File: config.mk
export PLATFORM = sky130hd
export DESIGN_NAME = result_scheduler
export DESIGN_NICKNAME = d
export VERILOG_FILES = /design/src/rtl/result_scheduler.sv
export SDC_FILE = /design/constraint.sdc
export NUM_CORES = 1
export LEC_CHECK = 0
export ABC_AREA = 1
export CELL_PAD_IN_SITES_DETAIL_PLACEMENT = 0
export CELL_PAD_IN_SITES_GLOBAL_PLACEMENT = 1
export CORE_MARGIN = 2
export CORE_UTILIZATION = 30
export CTS_CLUSTER_SIZE = 30
export DETAILED_ROUTE_END_ITERATION = 10
export GPL_ROUTABILITY_DRIVEN = 0
export GPL_TIMING_DRIVEN = 0
export PLACE_DENSITY = 0.87
export SYNTH_ARGS = -nofsm -noshare
export SYNTH_HDL_FRONTEND = slang
export SYNTH_SLANG_ARGS = --single-unit
File: constraint.sdc
create_clock -name clk -period 3.15 [get_ports clk]
set_clock_uncertainty 0.05 [all_clocks]
set_input_delay 0.63 -clock clk [delete_from_list [all_inputs] [get_ports clk]]
set_output_delay 0.63 -clock clk [all_outputs]
set_load 0.03 [all_outputs]
File: src/rtl/result_scheduler.sv
// result_scheduler: round-robin arbiter feeding 3-word hit records (x, y, candidate) into a shared result store
//
// Optional feature: define MERGE_EN to fold requesters with the winner's (x,y) into one record.
//
// Ports:
//   clk, reset (sync, active-low)
//   req / req_x / req_y    : per-scale hit request level and packed coordinates
//   o_ack                  : one-cycle capture pulse per served requester
//   o_write_result         : store write strobe, high for the 3 record words
//   o_ori_x/o_ori_y/o_candidate : latched record contents
//   write_result_end       : store end-of-record pulse, expected on the last word
//   read_result            : consumer read strobe mirrored from the store
//   o_used / o_full        : store occupancy in words and no-room-for-a-record flag
//   o_busy / o_err         : not-idle flag and sticky protocol error
module result_scheduler #(
    parameter int DATA_WIDTH_12 = 12,
    parameter int NUM_RESIZE    = 5,
    parameter int FIFO_DEPTH    = 4096,
    parameter int CNT_WIDTH     = 13
) (
    input  logic                               clk,
    input  logic                               reset,
    input  logic [NUM_RESIZE-1:0]              req,
    input  logic [NUM_RESIZE*DATA_WIDTH_12-1:0] req_x,
    input  logic [NUM_RESIZE*DATA_WIDTH_12-1:0] req_y,
    output logic [NUM_RESIZE-1:0]              o_ack,
    output logic                               o_write_result,
    output logic [DATA_WIDTH_12-1:0]           o_ori_x,
    output logic [DATA_WIDTH_12-1:0]           o_ori_y,
    output logic [NUM_RESIZE-1:0]              o_candidate,
    input  logic                               write_result_end,
    input  logic                               read_result,
    output logic [CNT_WIDTH-1:0]               o_used,
    output logic                               o_full,
    output logic                               o_busy,
    output logic                               o_err
);
    localparam int IW = (NUM_RESIZE > 1) ? $clog2(NUM_RESIZE) : 1;

    typedef enum logic [1:0] {IDLE, GRANT, WRITE} state_t;

    state_t                   state_q, state_d;
    logic [IW-1:0]            rr_q, rr_d, win_q, win_d, win;
    logic [1:0]               idx_q, idx_d;
    logic [DATA_WIDTH_12-1:0] x_q, x_d, y_q, y_d;
    logic [NUM_RESIZE-1:0]    cand_q, cand_d, sel_mask;
    logic [CNT_WIDTH-1:0]     used_q, used_d;
    logic                     err_q, err_d, found, wr, rd;
    int                       p;

    // First asserted requester at or after the round-robin pointer, wrapping.
    always_comb begin
        found = 1'b0;
        win   = '0;
        p     = 0;
        for (int k = 0; k < NUM_RESIZE; k++) begin
            p = int'(rr_q) + k;
            if (p >= NUM_RESIZE) p = p - NUM_RESIZE;
            if (!found && req[p]) begin
                found = 1'b1;
                win   = IW'(p);
            end
        end
    end

`ifdef MERGE_EN
    // Every asserted requester carrying the winner's coordinates (winner included) joins the record.
    always_comb begin
        sel_mask = '0;
        for (int j = 0; j < NUM_RESIZE; j++)
            sel_mask[j] = req[j]
                && req_x[j*DATA_WIDTH_12 +: DATA_WIDTH_12] == req_x[int'(win)*DATA_WIDTH_12 +: DATA_WIDTH_12]
                && req_y[j*DATA_WIDTH_12 +: DATA_WIDTH_12] == req_y[int'(win)*DATA_WIDTH_12 +: DATA_WIDTH_12];
    end
`else
    assign sel_mask = NUM_RESIZE'(1) << win;
`endif

    assign o_full         = used_q > CNT_WIDTH'(FIFO_DEPTH - 3);
    assign o_busy         = state_q != IDLE;
    assign o_write_result = state_q == WRITE;
    assign o_ack          = (state_q == GRANT) ? cand_q : '0;
    assign o_ori_x        = x_q;
    assign o_ori_y        = y_q;
    assign o_candidate    = cand_q;
    assign o_used         = used_q;
    assign o_err          = err_q;

    assign wr = state_q == WRITE;
    assign rd = read_result && used_q != '0;

    always_comb begin
        state_d = state_q;
        rr_d    = rr_q;
        win_d   = win_q;
        idx_d   = idx_q;
        x_d     = x_q;
        y_d     = y_q;
        cand_d  = cand_q;
        used_d  = used_q + CNT_WIDTH'(wr) - CNT_WIDTH'(rd);
        // End-of-record must coincide with the last word; a read of an empty store is also a fault.
        err_d   = err_q
                | (wr && idx_q == 2'd2 && !write_result_end)
                | (write_result_end && !(wr && idx_q == 2'd2))
                | (read_result && used_q == '0);
        unique case (state_q)
            IDLE: if (found && !o_full) begin
                state_d = GRANT;
                win_d   = win;
                x_d     = req_x[int'(win)*DATA_WIDTH_12 +: DATA_WIDTH_12];
                y_d     = req_y[int'(win)*DATA_WIDTH_12 +: DATA_WIDTH_12];
                cand_d  = sel_mask;
            end
            GRANT: begin
                state_d = WRITE;
                idx_d   = 2'd0;
                rr_d    = (win_q == IW'(NUM_RESIZE - 1)) ? '0 : win_q + 1'b1;
            end
            WRITE: begin
                idx_d   = idx_q + 2'd1;
                state_d = (idx_q == 2'd2) ? IDLE : WRITE;
            end
            default: state_d = IDLE;
        endcase
    end

    always_ff @(posedge clk) begin
        if (!reset) begin
            state_q <= IDLE;
            rr_q    <= '0;
            win_q   <= '0;
            idx_q   <= '0;
            x_q     <= '0;
            y_q     <= '0;
            cand_q  <= '0;
            used_q  <= '0;
            err_q   <= 1'b0;
        end else begin
            state_q <= state_d;
            rr_q    <= rr_d;
            win_q   <= win_d;
            idx_q   <= idx_d;
            x_q     <= x_d;
            y_q     <= y_d;
            cand_q  <= cand_d;
            used_q  <= used_d;
            err_q   <= err_d;
        end
    end
endmodule

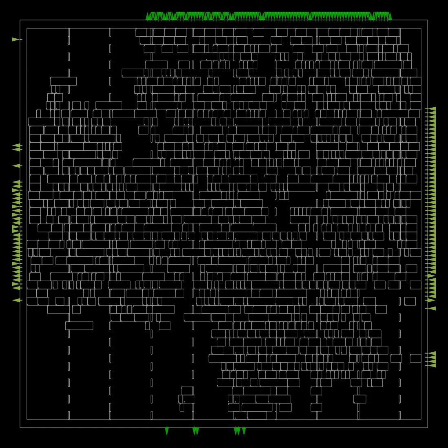
Figure 1: placed standard cells.
Flops: 53
core region area: 17,200 um^2
Core Util, Final: 0.538
fillcell total: 1,670

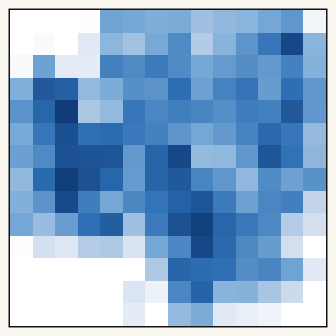
Figure 2: local utilization.
The die is cut into 14 by 14 equal tiles; white is low, dark blue is high, 0 to 100% covered.
- tiles over 75% full: 17%
- emptiest ninth of the die: south-west
- mean over tiles: 48%
- fullest tile: 95%
- nearly empty tiles: 14%

==> results.txt <==
Num rows = 48
RSZ-0062 raised after global routing = yes
Worst-path clk slew = 0.08 ns
Most used cell, CP = nand2_4
Placed inst area = 7300 um^2
Post-CTS Setup Repair Bufs = 18
Number of synthesized flops with an enable pin = 0
Worst Tran Pin Value = 0.674 ns
Routed wl met2 = 10.3 mm
Pint = 5.99 mW
CTS Hold Bufs = 0
Syn Nets = 1,054
R2R Setup Slk = 0.04 ns
Outcome = finished clean
Non-clk bufs = 299
Yosys top cell by instances = nand2_1
Port Buffer Count = 179
Largest logic family = simple AND/OR/NAND/NOR gates
Worst path depth = 21
Worst r2r src = rr_q[1]
Logic gate share of total power = 0.863
Layout area overhead = 76.7%
Met1 WL = 9.40 mm
Slowest stage delay, CP = 0.37 ns
Setup WS post-layout = 0.0352 ns
Setup TNS = 0 ns
CP delay by family, top = simple AND/OR/NAND/NOR gates
Latency at later pin = 0.30 ns
Post_cts resized = 50
Tool warnings = 57
Clock sinks = 53
Non-Filler Instances = 1,370
Clock buf/inv share = 0.0169
P_clk = 595 uW
Commonest Layout Cell = nand2_1
Place WS = -0.511 ns
Reg-to-Reg End = o_ori_x[8]
Final period utilization = 0.989
Antenna viol nets, final = 0
Met3 Resource Use GR = 0.0429
Tap cells = 225
Max-cap viol count = 0
Slowest stage cell, crit path = dfxtp_4
Max-slew headroom = 0.550
Highest routed metal layer = met4
Most Used Layer, Global Route = met2
Post-Syn Area = 5230 um^2
Lkg Pwr = 4.30 nW
Post-synth cell types = 42
Initial antenna violation count = 0
Synthesis area per yosys = 5230 um^2
Share of cells above drive strength 1 = 0.286
==> how the worst min path moves through the flow <==
| stage | start | endpoint | slack, ns | cells past startpoint |
|---|---|---|---|---|
| 2_1_floorplan | idx_q[0] | idx_q[0] | 0.40 | 2 |
| 6_report | o_err | o_err | 0.43 | 1 |
| 4_1_cts | idx_q[0] | idx_q[0] | 0.43 | 2 |
| 5_1_grt | o_err | o_err | 0.47 | 1 |
| 3_5_place_dp | o_err | o_err | 0.41 | 1 |
| 3_3_place_gp | o_err | o_err | 0.41 | 1 |
==> flip-flops by register name, indices dropped and copies added, names as in the netlist <==
name and flops:
idx_q 2, o_candidate 5, o_err 1, o_ori_x 12, o_ori_y 12, o_used 13
rr_q 3, state_q 2, win_q 3
Power is estimated from default activity; no workload was simulated.
